## config.mk

```make
export PLATFORM = sky130hd
export DESIGN_NAME = uart_tx_feeder
export DESIGN_NICKNAME = d
export VERILOG_FILES = /design/src/rtl/uart_pkg.sv /design/src/rtl/uart_byte_fifo.sv /design/src/rtl/uart_tx_feeder.sv
export SDC_FILE = /design/constraint.sdc
export NUM_CORES = 1
export LEC_CHECK = 0
export ABC_CLOCK_PERIOD_IN_PS = 3800
export CORE_MARGIN = 5
export CORE_UTILIZATION = 58
export DETAILED_ROUTE_END_ITERATION = 8
export GPL_ROUTABILITY_DRIVEN = 0
export PLACE_DENSITY_LB_ADDON = 0.3
export SLEW_MARGIN = 5
export SYNTH_ARGS = -nofsm -noshare
export SYNTH_HDL_FRONTEND = slang
export SYNTH_HIERARCHICAL = 1
export SYNTH_SLANG_ARGS = --single-unit
export TNS_END_PERCENT = 30
```

## constraint.sdc

```tcl
create_clock -name clk -period 3.8 [get_ports clk]
set_input_delay 0.38 -clock clk [delete_from_list [all_inputs] [get_ports clk]]
set_output_delay 0.38 -clock clk [all_outputs]
set_load 0.1 [all_outputs]
```

## src/rtl/uart_pkg.sv

```systemverilog
// Shared types and 16550 register map for the UART TX feeder.
package uart_pkg;

  // Feeder sequencer states: five init writes, then the runtime loop.
  typedef enum logic [3:0] {
    I_LCRD,
    I_DLL,
    I_DLM,
    I_LCR,
    I_FCR,
    IDLE,
    POLL,
    POLL_W,
    SEND,
    CRD,
    CRD_W
  } feeder_state_t;

  // 16550 register addresses (address 0 is DLL while LCR.DLAB is set).
  localparam logic [2:0] UART_THR = 3'd0;
  localparam logic [2:0] UART_DLM = 3'd1;
  localparam logic [2:0] UART_FCR = 3'd2;
  localparam logic [2:0] UART_LCR = 3'd3;
  localparam logic [2:0] UART_LSR = 3'd5;

  // Register bit positions.
  localparam int LSR_THRE = 5;
  localparam int LCR_DLAB = 7;

  // FCR: enable FIFOs and clear both of them.
  localparam logic [7:0] FCR_VAL = 8'h07;

endpackage

```

## src/rtl/uart_byte_fifo.sv

```systemverilog
// Byte FIFO with first-word-fall-through head, registered level and full.
module uart_byte_fifo #(
  parameter int unsigned DEPTH = 16
) (
  input  logic                     clk,
  input  logic                     rst_n,
  input  logic                     push,
  input  logic [7:0]               push_data,
  input  logic                     pop,
  output logic [7:0]               head,
  output logic                     full,
  output logic                     empty,
  output logic [$clog2(DEPTH):0]   level
);

  localparam int unsigned AW = $clog2(DEPTH);
  localparam int unsigned LW = AW + 1;

  logic [7:0]    mem_q [DEPTH];
  logic [AW-1:0] wr_ptr_q, wr_ptr_d;
  logic [AW-1:0] rd_ptr_q, rd_ptr_d;
  logic [LW-1:0] level_q, level_d;
  logic          full_q, full_d;
  logic          push_ok;
  logic          pop_ok;

  // A push while full is dropped even if a pop happens in the same cycle.
  assign push_ok = push && !full_q;
  assign pop_ok  = pop && (level_q != '0);

  // Pointer and occupancy update; pointers wrap modulo DEPTH.
  always_comb begin
    // NOTE: every always_comb output gets a default first, so no path can infer a latch.
    wr_ptr_d = wr_ptr_q + AW'(push_ok);
    rd_ptr_d = rd_ptr_q + AW'(pop_ok);
    level_d  = level_q + LW'(push_ok) - LW'(pop_ok);
    full_d   = (level_d == LW'(DEPTH));
  end

  // Control state register.
  always_ff @(posedge clk or negedge rst_n) begin
    // NOTE: sequential state always uses non-blocking assignments so every flop samples pre-edge values.
    if (!rst_n) begin
      wr_ptr_q <= '0;
      rd_ptr_q <= '0;
      level_q  <= '0;
      full_q   <= 1'b0;
    end else begin
      wr_ptr_q <= wr_ptr_d;
      rd_ptr_q <= rd_ptr_d;
      level_q  <= level_d;
      full_q   <= full_d;
    end
  end

  // Storage array write port.
  always_ff @(posedge clk) begin
    // NOTE: the storage array has no reset; the pointers alone define which entries are valid.
    if (push_ok) mem_q[wr_ptr_q] <= push_data;
  end

  assign head  = mem_q[rd_ptr_q];
  assign full  = full_q;
  assign empty = (level_q == '0);
  assign level = level_q;

endmodule

```

## src/rtl/uart_tx_feeder.sv

```systemverilog
// Programs a 16550 after reset, then drains a local byte FIFO into THR in
// THRE-gated bursts and passes CPU register reads through with priority.
module uart_tx_feeder
  import uart_pkg::*;
#(
  parameter int unsigned DEPTH   = 16,
  parameter int unsigned BURST   = 16,
  parameter logic [15:0] DIVISOR = 16'd54,
  parameter logic [7:0]  LCR_VAL = 8'h03
) (
  input  logic                   clk,
  input  logic                   Rst,
  input  logic                   tx_push,
  input  logic [7:0]             tx_byte,
  output logic                   tx_full,
  output logic [$clog2(DEPTH):0] tx_level,
  output logic                   tx_ovf,
  output logic                   init_done,
  input  logic                   cpu_rd_req,
  input  logic [2:0]             cpu_rd_addr,
  output logic [7:0]             cpu_rd_data,
  output logic                   cpu_rd_valid,
  output logic                   tx_wen,
  output logic                   rx_ren,
  output logic [2:0]             uart_addr,
  output logic [7:0]             uart_din,
  input  logic [7:0]             uart_dout
);

  localparam int unsigned LW = $clog2(DEPTH) + 1;
  localparam int unsigned BW = $clog2(BURST) + 1;

  feeder_state_t state_q, state_d;
  logic [BW-1:0] burst_q, burst_d;
  logic          pend_q, pend_d;
  logic [2:0]    pend_addr_q, pend_addr_d;
  logic          init_done_q, init_done_d;
  logic          tx_ovf_q, tx_ovf_d;
  logic          tx_wen_q, tx_wen_d;
  logic          rx_ren_q, rx_ren_d;
  logic [2:0]    uart_addr_q, uart_addr_d;
  logic [7:0]    uart_din_q, uart_din_d;
  logic [7:0]    cpu_rd_data_q, cpu_rd_data_d;
  logic          cpu_rd_valid_q, cpu_rd_valid_d;

  logic          fifo_pop;
  logic [7:0]    fifo_head;
  logic          fifo_full;
  logic          fifo_empty;
  logic [LW-1:0] fifo_level;
  logic          send_now;
  logic          pop_empties;

  uart_byte_fifo #(.DEPTH(DEPTH)) u_fifo (
    .clk       (clk),
    .rst_n     (Rst),
    .push      (tx_push),
    .push_data (tx_byte),
    .pop       (fifo_pop),
    .head      (fifo_head),
    .full      (fifo_full),
    .empty     (fifo_empty),
    .level     (fifo_level)
  );

  // A pop of the last entry empties the FIFO unless a push refills it that cycle.
  assign pop_empties = (fifo_level == LW'(1)) && !tx_push;

  // Next state and registered bus outputs. Init writes are issued from the
  // current state; runtime accesses are issued on entry so that the bus
  // strobe lines up with POLL/CRD/SEND and uart_dout lines up with the _W states.
  always_comb begin
    state_d        = state_q;
    burst_d        = burst_q;
    pend_d         = pend_q;
    pend_addr_d    = pend_addr_q;
    init_done_d    = init_done_q || (state_q == IDLE);
    tx_ovf_d       = tx_ovf_q || (tx_push && fifo_full);
    tx_wen_d       = 1'b0;
    rx_ren_d       = 1'b0;
    uart_addr_d    = uart_addr_q;
    uart_din_d     = uart_din_q;
    cpu_rd_data_d  = cpu_rd_data_q;
    cpu_rd_valid_d = 1'b0;
    fifo_pop       = 1'b0;
    send_now       = 1'b0;

    // Outside IDLE a read cannot start now; hold one and drop any further ones.
    if (cpu_rd_req && !pend_q && (state_q != IDLE)) begin
      pend_d      = 1'b1;
      pend_addr_d = cpu_rd_addr;
    end

    unique case (state_q)
      I_LCRD: begin
        tx_wen_d    = 1'b1;
        uart_addr_d = UART_LCR;
        uart_din_d  = LCR_VAL | 8'(1 << LCR_DLAB);
        state_d     = I_DLL;
      end
      I_DLL: begin
        tx_wen_d    = 1'b1;
        uart_addr_d = UART_THR;
        uart_din_d  = DIVISOR[7:0];
        state_d     = I_DLM;
      end
      I_DLM: begin
        tx_wen_d    = 1'b1;
        uart_addr_d = UART_DLM;
        uart_din_d  = DIVISOR[15:8];
        state_d     = I_LCR;
      end
      I_LCR: begin
        tx_wen_d    = 1'b1;
        uart_addr_d = UART_LCR;
        uart_din_d  = LCR_VAL;
        state_d     = I_FCR;
      end
      I_FCR: begin
        tx_wen_d    = 1'b1;
        uart_addr_d = UART_FCR;
        uart_din_d  = FCR_VAL;
        state_d     = IDLE;
      end
      IDLE: begin
        if (pend_q) begin
          rx_ren_d    = 1'b1;
          uart_addr_d = pend_addr_q;
          pend_d      = 1'b0;
          state_d     = CRD;
        end else if (cpu_rd_req) begin
          rx_ren_d    = 1'b1;
          uart_addr_d = cpu_rd_addr;
          state_d     = CRD;
        end else if (!fifo_empty) begin
          rx_ren_d    = 1'b1;
          uart_addr_d = UART_LSR;
          state_d     = POLL;
        end
      end
      CRD:    state_d = CRD_W;
      CRD_W: begin
        cpu_rd_data_d  = uart_dout;
        cpu_rd_valid_d = 1'b1;
        state_d        = IDLE;
      end
      POLL:   state_d = POLL_W;
      POLL_W: begin
        if (uart_dout[LSR_THRE]) begin
          send_now = 1'b1;
          burst_d  = BW'(1);
        end else begin
          state_d = IDLE;
        end
      end
      SEND: begin
        send_now = 1'b1;
        burst_d  = burst_q + BW'(1);
      end
      default: state_d = I_LCRD;
    endcase

    // One THR write per cycle; stop on the pop that empties the FIFO or on the last burst slot.
    if (send_now) begin
      tx_wen_d    = 1'b1;
      uart_addr_d = UART_THR;
      uart_din_d  = fifo_head;
      fifo_pop    = 1'b1;
      state_d     = (pop_empties || (burst_d == BW'(BURST))) ? IDLE : SEND;
    end
  end

  // Sequencer state and registered outputs.
  always_ff @(posedge clk or negedge Rst) begin
    if (!Rst) begin
      state_q        <= I_LCRD;
      burst_q        <= '0;
      pend_q         <= 1'b0;
      pend_addr_q    <= '0;
      init_done_q    <= 1'b0;
      tx_ovf_q       <= 1'b0;
      tx_wen_q       <= 1'b0;
      rx_ren_q       <= 1'b0;
      uart_addr_q    <= '0;
      uart_din_q     <= '0;
      cpu_rd_data_q  <= '0;
      cpu_rd_valid_q <= 1'b0;
    end else begin
      state_q        <= state_d;
      burst_q        <= burst_d;
      pend_q         <= pend_d;
      pend_addr_q    <= pend_addr_d;
      init_done_q    <= init_done_d;
      tx_ovf_q       <= tx_ovf_d;
      tx_wen_q       <= tx_wen_d;
      rx_ren_q       <= rx_ren_d;
      uart_addr_q    <= uart_addr_d;
      uart_din_q     <= uart_din_d;
      cpu_rd_data_q  <= cpu_rd_data_d;
      cpu_rd_valid_q <= cpu_rd_valid_d;
    end
  end

  assign tx_full      = fifo_full;
  assign tx_level     = fifo_level;
  assign tx_ovf       = tx_ovf_q;
  assign init_done    = init_done_q;
  assign cpu_rd_data  = cpu_rd_data_q;
  assign cpu_rd_valid = cpu_rd_valid_q;
  assign tx_wen       = tx_wen_q;
  assign rx_ren       = rx_ren_q;
  assign uart_addr    = uart_addr_q;
  assign uart_din     = uart_din_q;

endmodule

```

==> results.ini <==
[setup_path]
r2r_end = u_fifo/full
slowest_stage = dfrtp_1
critical_path.max_stage_delay_ns = 0.66
r2r_cells = 12
crit_top_cell = ha_1
worst-r2r-setup-slack_ns = 0.53
end_kind = flip-flop
arrival_ns = 3.64
worstReg2RegStart = state_q[3]
critical_path_class = flip-flop to flip-flop
start_kind = flip-flop
path_max_fanout = 17
crit_path_end = u_fifo/full
cp_cell_sequence = or4b_1 > o21a_4 > clkinv_4 > nor2b_1 > ha_1 > inv_1 > ha_1 > fa_1 > a21oi_1 > o21bai_1 > xnor2_1 > and3b_1
critPathRequiredTime_ns = 4.17
critical_path.startpoint = state_q[3]

[sta]
hold_viol = 3
final_max_slew_viol_count = 0
skew_ns = 0.0163
rsz0062_at_grt = no
holdWs_ns = -0.00426
tns_ns = 0
fin_crit_ns = 3.27
slew_headroom = 0.331
setup_violations = 0
worstMarginPinSlew_ns = 1.00
fmax_mhz = 306
fin_crit_sh = 0.861

[cts]
clockBufferDepth = 2
cts_hold_buf = 0
cts_setup_buffers = 0
cts_max_level = 4
cts-root-buf = clkbuf_16
cts.sinks = 179
cts_resized = 0
cts_tree = done
clk_latency_ns = 0.43
numCtsBuffers = 17
clk_pin_slew_ns = 0.07

[global_route]
track_usage = 0.217
grt_start_max_net_pins = 33
antenna_found_initial = 0
grt_overflow = 0
grt_pass1_wl_um = 23700
grt_pass1_vias = 4293

[floorplanning]
io-pin-count = 53
die_area_um2 = 15200
fp_util = 0.591
die_h_um = 123
die_w_um = 123

[power_and_ir_drop]
ir_drop_uv = 447
power_leakage_nw = 3.12
p_per_area_nw_per_um2 = 902

[detailed_routing]
vias = 4178
wl_um = 15300
drc = 0
avgRoutedWirePerCell_um = 22.0
vias_per_cell = 6.02
drt-pass1-iter-count = 5
drt_iter0_markers = 431
ant_nets = 0

[logic_synthesis]
fp_nets = 480
ys_ff = 179
synth_cells = 445
yosysCellCount = 445
ys_seq_frac = 0.686
yosys_warnings = 6
edf_count = 128
synthArstFlopShare = 0.285
synth_cell_types = 57
syn_area_um2 = 7460
syn_area_per_cell_um2 = 16.8
synth-main-ff-cell = edfxtp_1
ys_chip_area_um2 = 7460

[placement]
port_buffers = 52
hpwlAfterDp_um = 10100

[flow_run]
maxCapViolations = 0
tool_warnings = 27

[final_layout]
most-common-layout-cells = 128 x edfxtp_1, 51 x clkdlybuf4s50_1, 50 x dfrtp_1
area_delta_synth_final_pct = 17.5
antennaDiodeCount = 0
final_nets = 544
drive_gt1_frac = 0.170

[outcome]
violations = negative hold slack
status = complete, but fails checks

[worst_hold_path]
holdCritPathClass = input port to async pin

==> worst min-delay path by stage <==
stage / startpoint / to / slack, ns / cells after the start
6_report: Rst / uart_din[1] / -0.004 / 1
5_1_grt: Rst / uart_din[1] / 0.06 / 1
4_1_cts: Rst / uart_din[1] / 0.01 / 1
3_5_place_dp: init_done / init_done / 0.46 / 1
3_3_place_gp: tx_ovf / tx_ovf / 0.44 / 1
2_1_floorplan: Rst / burst_q[0] / 0.08 / 0
==> final cells by class <==
cell class	count	area (um2)
clock buffer	18	429
clock inverter	14	179
fill	831	3850
inverter	11	46.3
multi-input combinational	236	2160
sequential	179	5120
tap	172	215
timing repair buffer	64	618
==> routing by layer <==
metal  track usage  part of all wire  vias to the layer above
met5             0                 0                        -
li1              -                 -                     1871
met1         0.293              0.42                     2151
met4        0.0789             0.020                        0
met3        0.0508             0.056                       24
met2         0.349              0.50                      132
==> metrics by stage <==
step | hold WS [ns] | setup slack (ns) | power [W] | instances | instance area [um2]
3_5_place_dp | 0.457 | 0.582 | 0.00614 | 662 | 8160
6_report | -0.00426 | 0.529 | 0.00791 | 694 | 8770
2_1_floorplan | 0.0844 | 0.605 | 0.00530 | 445 | 7460
3_3_place_gp | 0.443 | 0.703 | 0.00604 | 662 | 8160
5_1_grt | 0.0571 | 0.273 | 0.00828 | 694 | 8770
4_1_cts | 0.0139 | 0.552 | 0.00794 | 694 | 8770
==> worst max-delay path, delay by kind of cell (launching register included) <==
kind | cells | cell delay (ns)
simple gates | 3 | 1.00
fa+ha+maj | 3 | 0.79
flops | 1 | 0.66
compound gates | 3 | 0.45
xor+xnor | 1 | 0.21
buf+inv | 2 | 0.12
==> flip-flops by register name (all words and copies together), names as in the netlist <==
name	count
init_done	1
cpu_rd_data	8
u_fifo/wr_ptr_q	4
rx_ren	1
cpu_rd_valid	1
u_fifo/mem_q	128
uart_din	8
u_fifo/rd_ptr_q	4
u_fifo/full	1
tx_wen	1
uart_addr	3
tx_ovf	1
burst_q	5
u_fifo/level	5
pend_q	1
state_q	4
pend_addr_q	3
==> power breakdown <==
group	switching, W	internal (W)	leakage (nW)
logic	0.00208	0.00115	1.07
registers	0.000395	0.00251	1.77
clock network	0.000735	0.00104	0.287
==> cells by family (layout without fill, tap and decap cells) <==
group | Yosys count | in the layout | share of synthesized area
AND-OR/OR-AND | 65 | 65 | 0.0617
XOR/XNOR | 12 | 12 | 0.0141
adder cells (fa/ha/maj) | 12 | 12 | 0.0211
buffers and inverters | 30 | 107 | 0.0242
flip-flops | 179 | 179 | 0.686
multiplexers | 45 | 45 | 0.120
AND/OR/NAND/NOR | 102 | 102 | 0.0723
==> synth_stat cells, types with 10 or more instances <==
master,instances,area [um2]
edfxtp_1,128,3840
dfrtp_1,51,1280
nor2_1,28,105
mux4_2,24,541
a22oi_1,18,135
nand2_1,15,56.3
mux2_2,13,146
ha_1,11,138
nor3_1,11,55.1
inv_1,10,37.5
o21ai_0,10,50.1
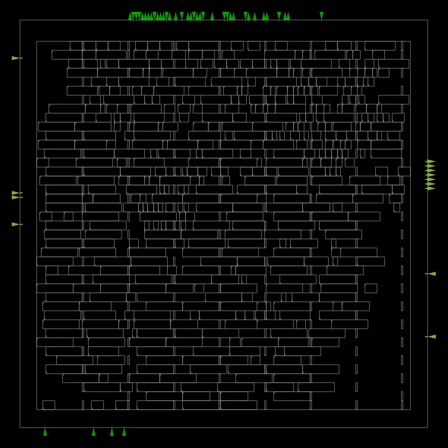
(cell outlines without signal wires)
standard-cell rows: 41
core area: 12600 um2
Util after Layout: 0.695

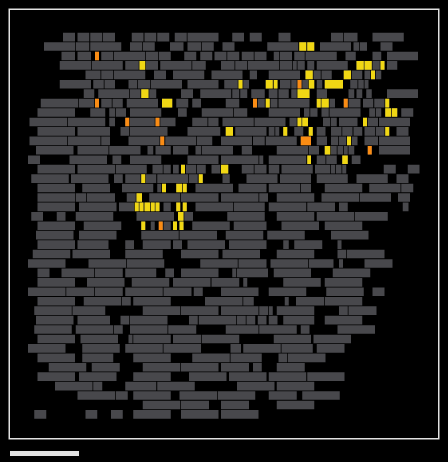
(gate-type map)
Bar = 20 um.
legend:
  yellow:
    family: NOR gates
    cells: 53
    most_used: nor2_1
  orange:
    family: inverters
    cells: 11
    most_used: inv_1
top logic cell by instance count in the layout: edfxtp_1
Post-Layout Cell Count: 694
Comb area share: 0.246

Power figures rest on the tool's default switching activity, not on a simulated workload.
